Design clock_set_fsm_param_flat, sky130hd; sources not shown.
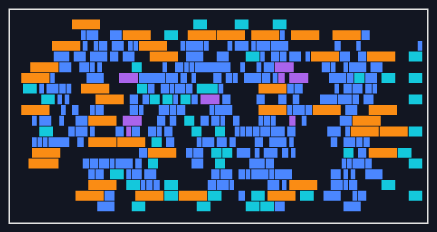
Figure 1: run 1, placement by cell class.
blue -> combinational and other logic  # cells 220, share of their area 54%
orange -> sequential cells  # cells 37, share of their area 28%
cyan -> remaining buffers and delay cells  # cells 44, share of their area 15%
purple -> clock drivers and dummy loads  # cells 8, share of their area 3.1%
Placeable Area: 5070 um2
final standard cell utilization of the core: 54.1%
final instance area: 2740 um2
flop share of the area: 27.0%
number of standard-cell rows in the floorplan: 18

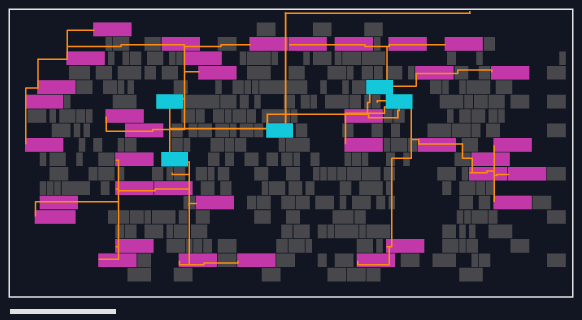
Figure 2: run 1, routed clock nets over the placement.
The bar under the picture is 20 um long.
orange -> clock wires  # length 499 um
magenta -> flip-flops  # count 37
cyan -> clock drivers  # count 5
flops lie = all over the die
routed clock nets = 6
fraction of power consumed by the clock network: 34.8%
Clock group: 0.370 mW

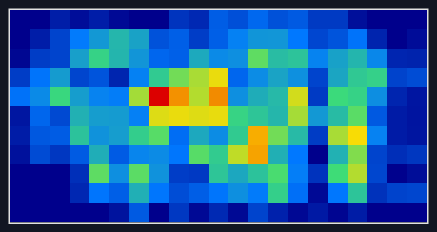
Figure 3: run 1, wire density map.
The die is cut into 21 by 11 equal tiles; dark blue is low, red is high, scaled to the fullest tile. Values are wire area over tile area, all layers added.
nearly empty tiles = 14%
densest ninth of the die = center
mean over tiles = 0.13
per-cell routed wire length: 12.9 um
overall via count from detail_route: 1978
Total Routing Usage GR: 18.3%
total detailed-routing wirelength: 4.91 mm

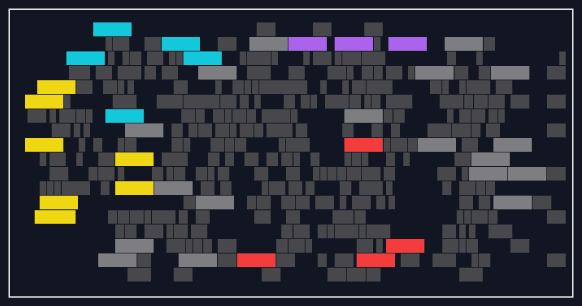
Figure 4: run 1, sequential cells colored by netlist name.
Other sequential cells in the stronger gray, the rest of the logic in the fainter gray.
yellow -> `u_core.r_presc`  # flops 7, where west
red -> `u_core.bus.o_hour2`  # flops 4
purple -> `u_core.bus.o_sec1`  # flops 3
cyan -> `u_core.r_tmo`  # flops 5, where north-west
seq pwr: 0.570 mW
area taken by flip-flops and latches: 742 um2

==> COMMIT_EDITMSG, run 1 <==
Add synthesis and place-and-route results

- Total number of warnings across the stage logs: 37
- Async set-or-reset flop fraction in the synthesized netlist: 0%
- Looking at the power breakdown, sequential logic takes 53.5% of the total.
* Die Width: 106 um
* Number of antenna violations at the first check in global routing: 0
- At floorplan, the net count of the design was reported as 287.
* Min-Delay Path Class: reg2reg
- Per the skew report, the later register of the worst-skew pair sees a clock latency of 0.28 ns.
- Ranking of synthesized cells by area: dfxtp_1 34%, ha_1 11%, nor2_1 6.3%
* Status: completed
- For this run, the slowest stage of the critical path takes 0.53 ns.
- After synthesis, the design contains 263 cells according to Yosys.
- Port Buffer Count: 28
- Looking at the worst setup and hold paths, the clock pins of their registers show a slew of 0.07 ns.
- Cell family contributing the most delay on the critical path: buffers and inverters
- From synthesis to final layout, the design area changed by 26.9%.
- The worst-case IR drop observed on VDD is 242 uV.
- CTS root buffer: clkbuf_8
* Clock Tree Buf Depth: 2
- Most common cell type on the critical path: inv_1
- Number of violations of the max-capacitance limit: 0
* Chip area estimate from yosys synthesis: 2160 um2
- Per the STA report, the cell with the highest stage delay on the worst path is clkdlybuf4s50_1.
- List of cells traversed by the critical path: inv_1 -> ha_4 -> buf_8 -> inv_1 -> o21ai_0 -> clkdlybuf4s50_1
- The register with the most flip-flops in the layout has 7 of them.
* Switching power as a share of total power: 25.4%
- Post-Syn Area per Cell: 8.22 um2
- The final weighted congestion recorded by global placement is 0.798.
* Critical Path Stages: 6
- The data required time reported for the critical path is 1.89 ns.
* Most used flip-flop cell: dfxtp_1
- Across all register-to-register paths, the minimum setup slack is 0.57 ns.
- Leaving out fill and tap cells, the most frequent cells in the layout are 36 x nor2_1, 36 x dfxtp_1, 28 x clkdlybuf4s50_1, 18 x nand2_1, 17 x ha_1.
## run 1: cell type report
type,instances,share of cell area [%]
Inverter,17,2.33
Timing Repair Buffer,44,14.9
Multi-Input combinational cell,203,49.6
Tap cell,70,3.19
Clock buffer,6,2.64
Clock inverter,2,0.365
Sequential cell,37,27.0
## run 1: Yosys cell counts (3+ instances only)
| cell type | count |
|---|---|
| dfxtp_1 | 37 |
| nor2_1 | 36 |
| ha_1 | 19 |
| nand2_1 | 19 |
| a21oi_1 | 16 |
| inv_1 | 16 |
| nand2b_1 | 11 |
| nor2b_1 | 9 |
| o21ai_0 | 8 |
| nand3_1 | 7 |
| nand4_1 | 6 |
| nor3_1 | 5 |
| xor2_1 | 5 |
| clkbuf_1 | 4 |
| mux2i_1 | 4 |
| xnor2_1 | 4 |
| a311oi_1 | 3 |
| a31oi_1 | 3 |
| nand3b_1 | 3 |
| o31ai_1 | 3 |
## run 1: worst register-to-register path, stage by stage (launching register included)
cell and delay [ns]:
dfxtp_1 0.34, inv_1 0.13, ha_4 0.17, buf_8 0.15, and4b_1 0.26, and3_1 0.22, a32oi_1 0.14, a21oi_2 0.29
mux2i_1 0.24, a21oi_1 0.08
## run 1: through the flow
stage,std cells,power (mW),setup slack (ns),area (um2)
floorplan,263,0.652,0.654,2160
global placement,367,0.695,0.170,2590
detailed placement,367,0.697,0.142,2590
CTS,376,1.07,0.00114,2690
global route,379,1.12,0.00102,2740
finish,379,1.07,0.105,2740
## run 1: power by group through the flow
stage,Sequential (mW),Clock [mW],Combinational (mW)
CTS,0.569,0.385,0.116
global route,0.572,0.409,0.140
detailed placement,0.582,0,0.115
finish,0.570,0.370,0.125
floorplan,0.580,0,0.0718
global placement,0.581,0,0.114
## run 1: repair_timing
action	CTS	global route
resized	2	8
hold buffers	0	0
buffers inserted	1	3
pin swaps	1	2
setup endpoints to repair	1	2
## run 1: cells by family after synthesis
family                     Yosys count  synth area share (%)
and+or+nand+nor                    112                  26.7
muxes                                4                  1.85
DFF                                 37                  34.3
other                                1                 0.173
buffers and inverters               23                  4.22
AOI/OAI and AO/OA                   58                  18.2
xor gates and xnor gates             9                  3.65
adders and majority gates           19                  11.0
## run 1: layer usage
layer	track usage, %	part of all wire (%)
met3	4.00	3.5
met1	24.8	52
met2	30.6	44
met5	0	0
met4	3.47	0.45
==> run 2, diff against run 1 <==
CORE_UTILIZATION = 46   (was 40)
PLACE_DENSITY = 0.69   (was unset)
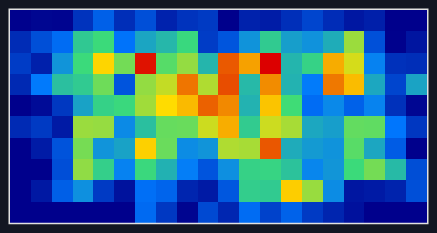
Figure 5: run 2, wire density map.
The die is cut into 20 by 10 equal tiles; dark blue is low, red is high, scaled to the fullest tile. Values are wire area over tile area, all layers added.
densest ninth of the die = center
fullest tile = 0.47
tiles over half the peak = 24%
emptiest ninth of the die = south-west
mean over tiles = 0.15
Total Routing Usage GR: 21.3%
per-cell routed wire length: 13.5 um
overall via count from detail_route: 1957
total detailed-routing wirelength: 4.91 mm

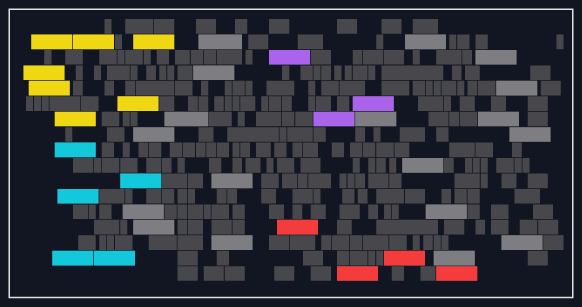
Figure 6: run 2, sequential cells colored by netlist name.
Other sequential cells in the stronger gray, the rest of the logic in the fainter gray.
cyan -> `u_core.r_tmo`  # flops 5
purple -> `u_core.bus.o_sec1`  # flops 3
red -> `u_core.bus.o_hour2`  # flops 4
yellow -> `u_core.r_presc`  # flops 7, where north-west
not colored = 18
flop share of the area: 26.9%
final standard cell utilization of the core: 62.1%

==> COMMIT_EDITMSG, run 2 <==
Add synthesis and place-and-route results

- The floorplan step records an initial core utilization of 48.6%.
- The flow ran to the end, and the final reports show no timing, DRC or antenna violations.
- Setup WS post-layout: 0.0818 ns (-0.0236 ns)
- Most used flip-flop cell: dfxtp_1
- The data required time at the worst endpoint is 1.89 ns (about the same).
- Among all cell types in the netlist, the one instantiated most often is dfxtp_1.
- Met1 global-route usage: 27.9% (+3.1 points)
- Clock slew at reported path FFs: 0.08 ns (about the same)
- Die Width: 99.0 um (-6.6%)
- List of cells traversed by the critical path: ha_2 -> and4b_2 -> nand2_2 -> inv_2 -> clkdlybuf4s50_1
* Yosys stat cell total: 263 (unchanged)
- Post-synthesis to final-layout area growth: 27.7%
* CTS root buffer: clkbuf_8
* Insertion delay to the later sink of the worst-skew pair: 0.30 ns (+0.02 ns)
* AND-OR/OR-AND share of the synthesized area: 18.2% (unchanged)
- Total number of warnings across the stage logs: 37 (unchanged)
- # IOs: 30
- Once synthesis finished, the tally of register bits stood at 37.
* Synth Area in Simple Gates: 26.7% (unchanged)
- Top logic cell family in the synthesized netlist: simple AND/OR/NAND/NOR gates
* Min-Delay Path Class: reg2reg
- The number of antenna violations at the first check in global routing was 0 (unchanged).
* IR Drop Worst-Case VDD: 312 uV (+29%)
- Async set-or-reset flop fraction in the synthesized netlist: 0% (unchanged)
- Clock Tree Buf Depth: 2 (unchanged)
* Share of cell area taken by muxes after synthesis: 1.85% (unchanged)
- The quantity of I/O buffers inserted on ports is 28 (unchanged).
- The synthesized netlist net count was 287 (unchanged).
* Detailed Place HPWL: 3.57 mm
* List of most frequent post-synthesis cells: 37 x dfxtp_1, 36 x nor2_1, 19 x ha_1, 19 x nand2_1
- Adder-cell share of the synthesized area: 11.0% (unchanged)
* Critical Path Stages: 5 (-1)
- The library cells used most frequently in the layout, excluding fill and tap cells, are 36 x nor2_1, 35 x dfxtp_1, 28 x clkdlybuf4s50_1, 18 x nand2_1, 17 x ha_1.
- Chip area estimate from yosys synthesis: 2160 um2 (unchanged)
- Global-route track usage on met2: 34.8% (+4.2 points)
- Final GP Congestion: 0.852 (+6.8%)
- The global-route track usage on met3 came to 5.15% (+1.2 points).
- Max reg flops: 7 (unchanged)
* Worst path max stage delay: 0.49 ns (-0.04 ns)
- The synthesis report lists the most area-consuming cells as dfxtp_1 34%, ha_1 11%, nor2_1 6.3%.
* Cell with the largest stage delay on the worst path: clkdlybuf4s50_1
- The total power after layout is 1.28 mW (+20%).
* Xor and xnor fraction of the mapped netlist area: 3.65% (unchanged)
- Post-Syn Area per Cell: 8.22 um2 (unchanged)
* Highest-utilization routing layer at the global route stage: met2
- Setup slack on the worst flop-to-flop path: 0.56 ns (about the same)
* Number of cells on the worst reg-to-reg path: 9
- The max-capacitance violation count was 0 (unchanged).
* Post-Place Setup Slack: 0.0511 ns (-0.0906 ns)
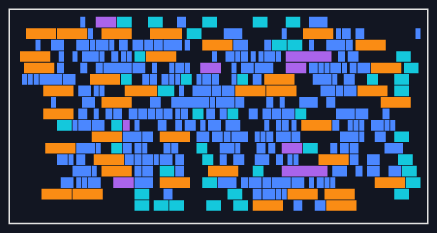
Figure 7: run 2, placement by cell class.
purple -> clock drivers and dummy loads  # cells 8, share of their area 5.0%
cyan -> remaining buffers and delay cells  # cells 42, share of their area 14%
blue -> combinational and other logic  # cells 220, share of their area 53%
orange -> sequential cells  # cells 37, share of their area 28%
Placeable Area: 4450 um2
final instance area: 2760 um2
number of standard-cell rows in the floorplan: 17

[run 2: routing by layer]
metal	wire length [um]	vias up
li1	-	1013
met1	2490	908
met2	2210	31
met3	154	5
met4	50	0
met5	0	-
[run 2: cells by family (layout without fill, tap and decap cells)]
| family | count (synthesis) | count (layout) |
|---|---|---|
| other | 1 | 1 |
| xor gates and xnor gates | 9 | 9 |
| buffers and inverters | 23 | 67 |
| DFF | 37 | 37 |
| AOI/OAI and AO/OA | 58 | 58 |
| and+or+nand+nor | 112 | 112 |
| adders and majority gates | 19 | 19 |
| muxes | 4 | 4 |
[run 2: final cells by class]
class / instances / area (um2)
inverter: 17 / 63.8
fill: 398 / 1680
tap: 57 / 71.3
sequential: 37 / 743
timing repair buffer: 42 / 389
clock buffer: 5 / 68.8
multi-input combinational: 203 / 1360
clock inverter: 3 / 65.1
[run 2: what timing repair did]
action,CTS,global route
setup buffers,1,2
resized,2,9
pin swaps,1,1
hold buffers,0,0
hold endpoints to repair,0,0
endpoints found under the setup margin,1,2
[run 2: power breakdown]
group / switching, mW / total, mW / internal, mW
sequential: 0.0124 / 0.570 / 0.558
combinational: 0.0675 / 0.125 / 0.0577
clock: 0.213 / 0.580 / 0.367
total: 0.293 / 1.28 / 0.983
[run 2: per-stage QoR]
| stage | hold WS [ns] | std cells |
|---|---|---|
| after global placement | 0.429 | 353 |
| after floorplan | 0.418 | 263 |
| after detailed placement | 0.446 | 353 |
| final | 0.457 | 364 |
| after CTS | 0.460 | 362 |
| after global routing | 0.484 | 364 |
Power and IR drop assume default switching activity.
